Clock routing:
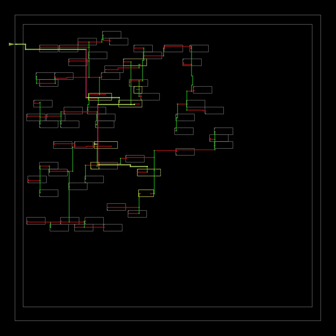
Wiring heat map:
24 x 24 tiles, from white (low) to dark blue (high), scaled to the fullest tile. Values are wire area over tile area, all layers added.
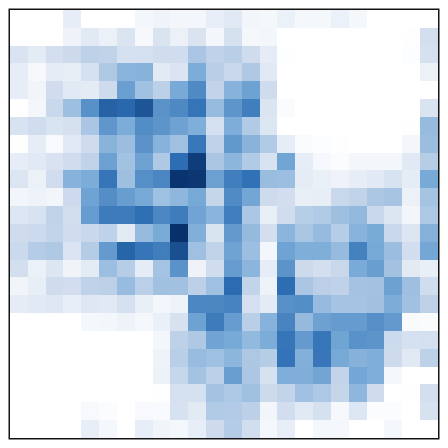
Layout detail:
The bar under the picture is 5 um long. Region (50, 74) to (70, 94) um. Cells in gray, sequential cells in the stronger gray; small squares are vias.
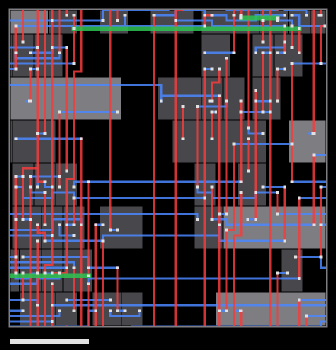
## config.mk

```make
export PLATFORM = sky130hd
export DESIGN_NAME = otter_int_ctrl_flat
export DESIGN_NICKNAME = d
export VERILOG_FILES = /design/src/rtl/otter_int_ctrl_if.sv /design/src/rtl/otter_int_ctrl.sv /design/src/flat_wrapper.sv
export SDC_FILE = /design/constraint.sdc
export NUM_CORES = 1
export LEC_CHECK = 0
export ABC_AREA = 1
export CAP_MARGIN = 20
export CORE_MARGIN = 3
export CORE_UTILIZATION = 30
export CTS_CLUSTER_SIZE = 8
export DETAILED_ROUTE_END_ITERATION = 10
export PLACE_DENSITY = 0.55
export SLEW_MARGIN = 20
export SYNTH_ARGS = -nofsm -noshare
export SYNTH_HDL_FRONTEND = slang
export SYNTH_SLANG_ARGS = --single-unit
```

## constraint.sdc

```tcl
create_clock -name CLK -period 3.6 [get_ports CLK]
set_input_delay 0.54 -clock CLK [delete_from_list [all_inputs] [get_ports CLK]]
set_output_delay 0.54 -clock CLK [all_outputs]
set_load 0.1 [all_outputs]
```

## src/rtl/otter_int_ctrl_if.sv

```systemverilog
// MCU-side IOBUS and interrupt handshake bundle for otter_int_ctrl.
interface otter_int_ctrl_if;
    logic [31:0] IOBUS_ADDR;
    logic [31:0] IOBUS_OUT;
    logic        IOBUS_WR;
    logic [31:0] RD_DATA;
    logic        INT;
    logic        INT_ACK;
    logic [31:0] CLAIM;

    modport master (
        output IOBUS_ADDR, IOBUS_OUT, IOBUS_WR, INT_ACK,
        input  RD_DATA, INT, CLAIM
    );

    modport slave (
        input  IOBUS_ADDR, IOBUS_OUT, IOBUS_WR, INT_ACK,
        output RD_DATA, INT, CLAIM
    );
endinterface

```

## src/rtl/otter_int_ctrl.sv

```systemverilog
// Memory-mapped interrupt controller for the OTTER MCU: synchronizes raw IRQs,
// latches pending bits per edge/level mode and drives a single INT request.
module otter_int_ctrl #(
    parameter int unsigned      N_CH      = 8,
    parameter logic [31:0]      BASE_ADDR = 32'h1100_0200,
    parameter logic [N_CH-1:0]  MODE_RST  = '1
) (
    input  logic            CLK,
    input  logic            RST,
    input  logic [N_CH-1:0] IRQ_IN,
    otter_int_ctrl_if.slave bus
);

    localparam int unsigned IDX_W    = 5;
    localparam logic [31:0] OFF_PEND = 32'h0000_0000;
    localparam logic [31:0] OFF_MASK = 32'h0000_0004;
    localparam logic [31:0] OFF_MODE = 32'h0000_0008;
    localparam logic [31:0] OFF_ID   = 32'h0000_000C;
    localparam logic [31:0] OFF_EOI  = 32'h0000_0010;

    typedef enum logic [1:0] {
        IDLE    = 2'd0,
        REQ     = 2'd1,
        SERVICE = 2'd2
    } state_e;

    state_e            state_q, state_d;
    logic              int_q, int_d;
    logic [31:0]       claim_q, claim_d;
    logic [N_CH-1:0]   sync1_q, sync1_d;
    logic [N_CH-1:0]   sync2_q, sync2_d;
    logic [N_CH-1:0]   prev_q, prev_d;
    logic [N_CH-1:0]   pend_q, pend_d;
    logic [N_CH-1:0]   mask_q, mask_d;
    logic [N_CH-1:0]   mode_q, mode_d;

    logic [31:0]       off;
    logic [N_CH-1:0]   wdata;
    logic              wr_pend, wr_mask, wr_mode, wr_eoi;
    logic [N_CH-1:0]   rise, w1c, en_cur, en_nxt;
    logic [IDX_W-1:0]  idx;
    logic [31:0]       id;
    logic [31:0]       rd_data_c;

    // Address decode; subtraction wraps addresses below BASE_ADDR out of range.
    always_comb begin
        off     = bus.IOBUS_ADDR - BASE_ADDR;
        wdata   = N_CH'(bus.IOBUS_OUT);
        wr_pend = bus.IOBUS_WR && (off == OFF_PEND);
        wr_mask = bus.IOBUS_WR && (off == OFF_MASK);
        wr_mode = bus.IOBUS_WR && (off == OFF_MODE);
        wr_eoi  = bus.IOBUS_WR && (off == OFF_EOI);
    end

    // Synchronizer, edge detect and register updates.
    always_comb begin
        sync1_d = IRQ_IN;
        sync2_d = sync1_q;
        prev_d  = sync2_q;
        rise    = sync2_q & ~prev_q;
        mask_d  = wr_mask ? wdata : mask_q;
        mode_d  = wr_mode ? wdata : mode_q;
        w1c     = wr_pend ? wdata : '0;
        // Edge bits: set beats clear; level bits track the synchronized input.
        pend_d  = (mode_q & ((pend_q & ~w1c) | rise)) | (~mode_q & sync2_q);
        if (wr_mode) begin
            pend_d = pend_d & ~(~mode_q & wdata);
        end
        en_cur  = pend_q & mask_q;
        en_nxt  = pend_d & mask_d;
    end

    // Lowest-numbered enabled pending channel wins.
    always_comb begin
        idx = '0;
        for (int i = int'(N_CH) - 1; i >= 0; i--) begin
            if (en_cur[i]) begin
                idx = IDX_W'(i);
            end
        end
        id = {|en_cur, 26'b0, idx};
    end

    always_comb begin
        rd_data_c = '0;
        case (off)
            OFF_PEND: rd_data_c = 32'(pend_q);
            OFF_MASK: rd_data_c = 32'(mask_q);
            OFF_MODE: rd_data_c = 32'(mode_q);
            OFF_ID:   rd_data_c = id;
            default:  rd_data_c = '0;
        endcase
    end

    // Request FSM; the mask/W1C drop path looks at next-cycle enables so INT
    // falls on the same edge as the write that removes the last source.
    always_comb begin
        state_d = state_q;
        claim_d = claim_q;
        case (state_q)
            IDLE: begin
                if (|en_cur) begin
                    state_d = REQ;
                end
            end
            REQ: begin
                if (bus.INT_ACK) begin
                    state_d = SERVICE;
                    claim_d = id;
                end else if (!(|en_nxt)) begin
                    state_d = IDLE;
                end
            end
            SERVICE: begin
                if (wr_eoi) begin
                    state_d = IDLE;
                end
            end
            default: state_d = IDLE;
        endcase
        int_d = (state_d == REQ);
    end

    always_ff @(posedge CLK) begin
        if (!RST) begin
            state_q <= IDLE;
            int_q   <= 1'b0;
            claim_q <= '0;
            sync1_q <= '0;
            sync2_q <= '0;
            prev_q  <= '0;
            pend_q  <= '0;
            mask_q  <= '0;
            mode_q  <= MODE_RST;
        end else begin
            state_q <= state_d;
            int_q   <= int_d;
            claim_q <= claim_d;
            sync1_q <= sync1_d;
            sync2_q <= sync2_d;
            prev_q  <= prev_d;
            pend_q  <= pend_d;
            mask_q  <= mask_d;
            mode_q  <= mode_d;
        end
    end

    assign bus.RD_DATA = rd_data_c;
    assign bus.INT     = int_q;
    assign bus.CLAIM   = claim_q;

endmodule

```

## src/flat_wrapper.sv

```systemverilog
// flat-port wrapper written by rule: the top's interface ports become plain ports
module otter_int_ctrl_flat 
#(
    parameter int unsigned      N_CH      = 8,
    parameter logic [31:0]      BASE_ADDR = 32'h1100_0200,
    parameter logic [N_CH-1:0]  MODE_RST  = '1
)
  (CLK, RST, IRQ_IN, bus_IOBUS_ADDR, bus_IOBUS_OUT, bus_IOBUS_WR, bus_INT_ACK, bus_RD_DATA, bus_INT, bus_CLAIM);
  otter_int_ctrl_if bus_i ();
  input  logic CLK;
  input  logic RST;
  input  logic [N_CH-1:0] IRQ_IN;
  input wire logic [$bits(bus_i.IOBUS_ADDR)-1:0] bus_IOBUS_ADDR;
  input wire logic [$bits(bus_i.IOBUS_OUT)-1:0] bus_IOBUS_OUT;
  input wire logic [$bits(bus_i.IOBUS_WR)-1:0] bus_IOBUS_WR;
  input wire logic [$bits(bus_i.INT_ACK)-1:0] bus_INT_ACK;
  output wire logic [$bits(bus_i.RD_DATA)-1:0] bus_RD_DATA;
  output wire logic [$bits(bus_i.INT)-1:0] bus_INT;
  output wire logic [$bits(bus_i.CLAIM)-1:0] bus_CLAIM;
  assign bus_i.IOBUS_ADDR = bus_IOBUS_ADDR;
  assign bus_i.IOBUS_OUT = bus_IOBUS_OUT;
  assign bus_i.IOBUS_WR = bus_IOBUS_WR;
  assign bus_i.INT_ACK = bus_INT_ACK;
  assign bus_RD_DATA = bus_i.RD_DATA;
  assign bus_INT = bus_i.INT;
  assign bus_CLAIM = bus_i.CLAIM;
  otter_int_ctrl #(.N_CH(N_CH), .BASE_ADDR(BASE_ADDR), .MODE_RST(MODE_RST)) u_core (.CLK(CLK), .RST(RST), .IRQ_IN(IRQ_IN), .bus(bus_i));
endmodule
```

==> results.txt <==
fresh numbers from the pnr run: number of logic gates=490, Log Warnings=51, RD Place Congestion=0.856, core area=12700 um^2, status=complete, no violations, flop share of the area=0.189, CP bufs+invs=5, vias in the first global route=4059, Worst Hold Class=reg2reg, Root Driver=clkbuf_16, WHS Path Cells=2, GR peak layer=met2, total track usage=0.154, CTS clock-pin slew for the worst setup and hold paths=0.08 ns, crit path DRT=3.06 ns, Synth area leader=dfxtp_1, Top power group=registers, Seq power=0.631 mW, crit path capture type=primary output, crit-path cells=clkdlybuf4s15_1 -> clkinvlp_4 -> ha_4 -> buf_4 -> nand2_1 -> nand2_1 -> nor2_2 -> nand2_1 -> nor2_2 -> nand3_2 -> nor2_2 -> nand3_4 -> o22ai_2 -> inv_2 -> a31oi_4 -> buf_12, WL met1=4970 um, Die ar.=14600 um^2, number of top-level pins=141, utilization after layout=0.459, Top cell excl fill/tap=nand2_1, sw frac=0.377, TNS Setup=0 ns, Final ANT Viol Nets=0, relative slew slack=0.326, Max Fclk=0.291 GHz, ys async rst share=0, Clk pwr share=0.316, filler instances=1287, placed cell area=5360 um^2, combinational power share=0.299, dominant logic cell types in the final layout=nand2_1 (191), buf_4 (81), inv_1 (75), Final setup viols=0, Post-Syn Instances=644, Synth Area per Inst=6.13 um^2, final instance area=5840 um^2, Tap Cells=172, Adder Area Share=0.00317, 1st-iter DRT viols=253, critical setup path kind=in2out, combinational power=0.490 mW, nets=871, main flop type=dfxtp_1, Int Power=1.02 mW, Routed WL=11400 um, Non-clk bufs=155, worst hold slack=0.416 ns, detailed-route via count=4313, Combinational Area=2520 um^2, clk buf depth=2, Top-area cell share=0.279, Clock Power=0.517 mW, area delta synth->final=48.0%, Flop area=1100 um^2, CP endpoint=bus_RD_DATA[0], sequential share of power=0.385, height of the die=121 um, Die Wd=121 um, Final Hold Fails=0, dominant kind of combinational cell=simple AND/OR/NAND/NOR gates, Pins Over Slew Limit=0, fin crit period=3.44 ns, CTS tree=built, yosys warning tally=0, Hold EP=u_core.prev_d[7]$_SDFF_PN0_, I/O Buffers=65, Least-Margin Pin Slew=1.01 ns, Place WS=-0.203 ns, cycle use final=0.955, Power, Total=1.64 mW, CP delay by family, top=simple AND/OR/NAND/NOR gates, FP Util=0.310, simple-gate share of the synthesized area=0.444, layout cells sized above 1=0.242, flops out of synthesis=55, pwr dens=281 nW/um^2, met3 global-route usage=0.0192, min-delay src=u_core.sync1_q[7]$_SDFF_PN0_, count of library flops with an enable pin=0, Non-Filler Instances=967, Post-CTS Setup Repair Bufs=9, Post-CTS Hold Fix Bufs=0, most frequent cell after synthesis=nand2_1, htree depth=2, CTS resizes=40, Post-Synth AOI/OAI Area=0.0714, # DRC=0, Max Used Layer=met4, final-layout non-clock buffer area share=0.258, DR WL met2=5640 um, register share after synthesis=0.279, grt met1 use=0.195, DR pass1 iterations=5, final HPWL from detailed placement=8860 um, switching power=0.617 mW, average wire per standard cell=11.8 um, n_diodes=0, Max Cap Violations=0, Slowest-stage cell, CP=clkdlybuf4s15_1, Yosys cell types=41, Post-Synth XOR/XNOR Area=0.00888, initial antenna violation count=0, reg-to-reg critical path startpoint=u_core.mode_q[6]$_SDFFE_PN1P_, yosys stat area=3950 um^2, largest net degree at the start of global routing=31, Startpoint Class=input pin, R2R cell count=10, # Cells Yosys=644, row cnt=41, synthesized cell area=3950 um^2, met2 usage=0.283, maximum vdd drop=0.000183 V, Crit. path cell count=16, r2r setup slk=2.39 ns, critical path launch point=bus_IOBUS_ADDR[9], CLK BUF=5, cell class with the largest area share=combinational gates, Crit path largest cell delay=0.21 ns, Clock-cell share=0.0272, top post-synthesis cells by count=nand2_1 (197), inv_1 (81), nand3_1 (74), Comb area share=0.432, leakage=3.08 nW, Top cells by area=dfxtp_1 (28%), nand2_1 (19%), buf_4 (9.7%), drt via density=4.46, global-route wire length before repair=18400 um, Worst R2R End=u_core.bus.INT$_SDFF_PN0_, CP Max Fanout=6, Synth mux share=0
Back to the opening pictures, 'clock routing':
clk_skew: 0.00268 ns
clock latency on the worst-skew pair: 0.30 ns
flop count: 55
Num CTS Buffers: 5
Num Clock Sinks: 55

Back to the opening pictures, 'wiring heat map':
fullest tile: 0.50
mean over tiles: 0.12
nearly empty tiles: 22%

Back to the opening pictures, 'layout detail':
legend:
  blue:
    layer: metal 1
  green:
    layer: metal 3
  red:
    layer: metal 2
sequential cells in the window: 3
most frequent: nand2_1 (12), nand3_1 (7), buf_4 (4)
netlist names of flops here include: u_core.mask_q (2), u_core.state_q (1)
cells with their middle in the window: 39

No activity file was given, so power comes from the tool's default toggle rates.
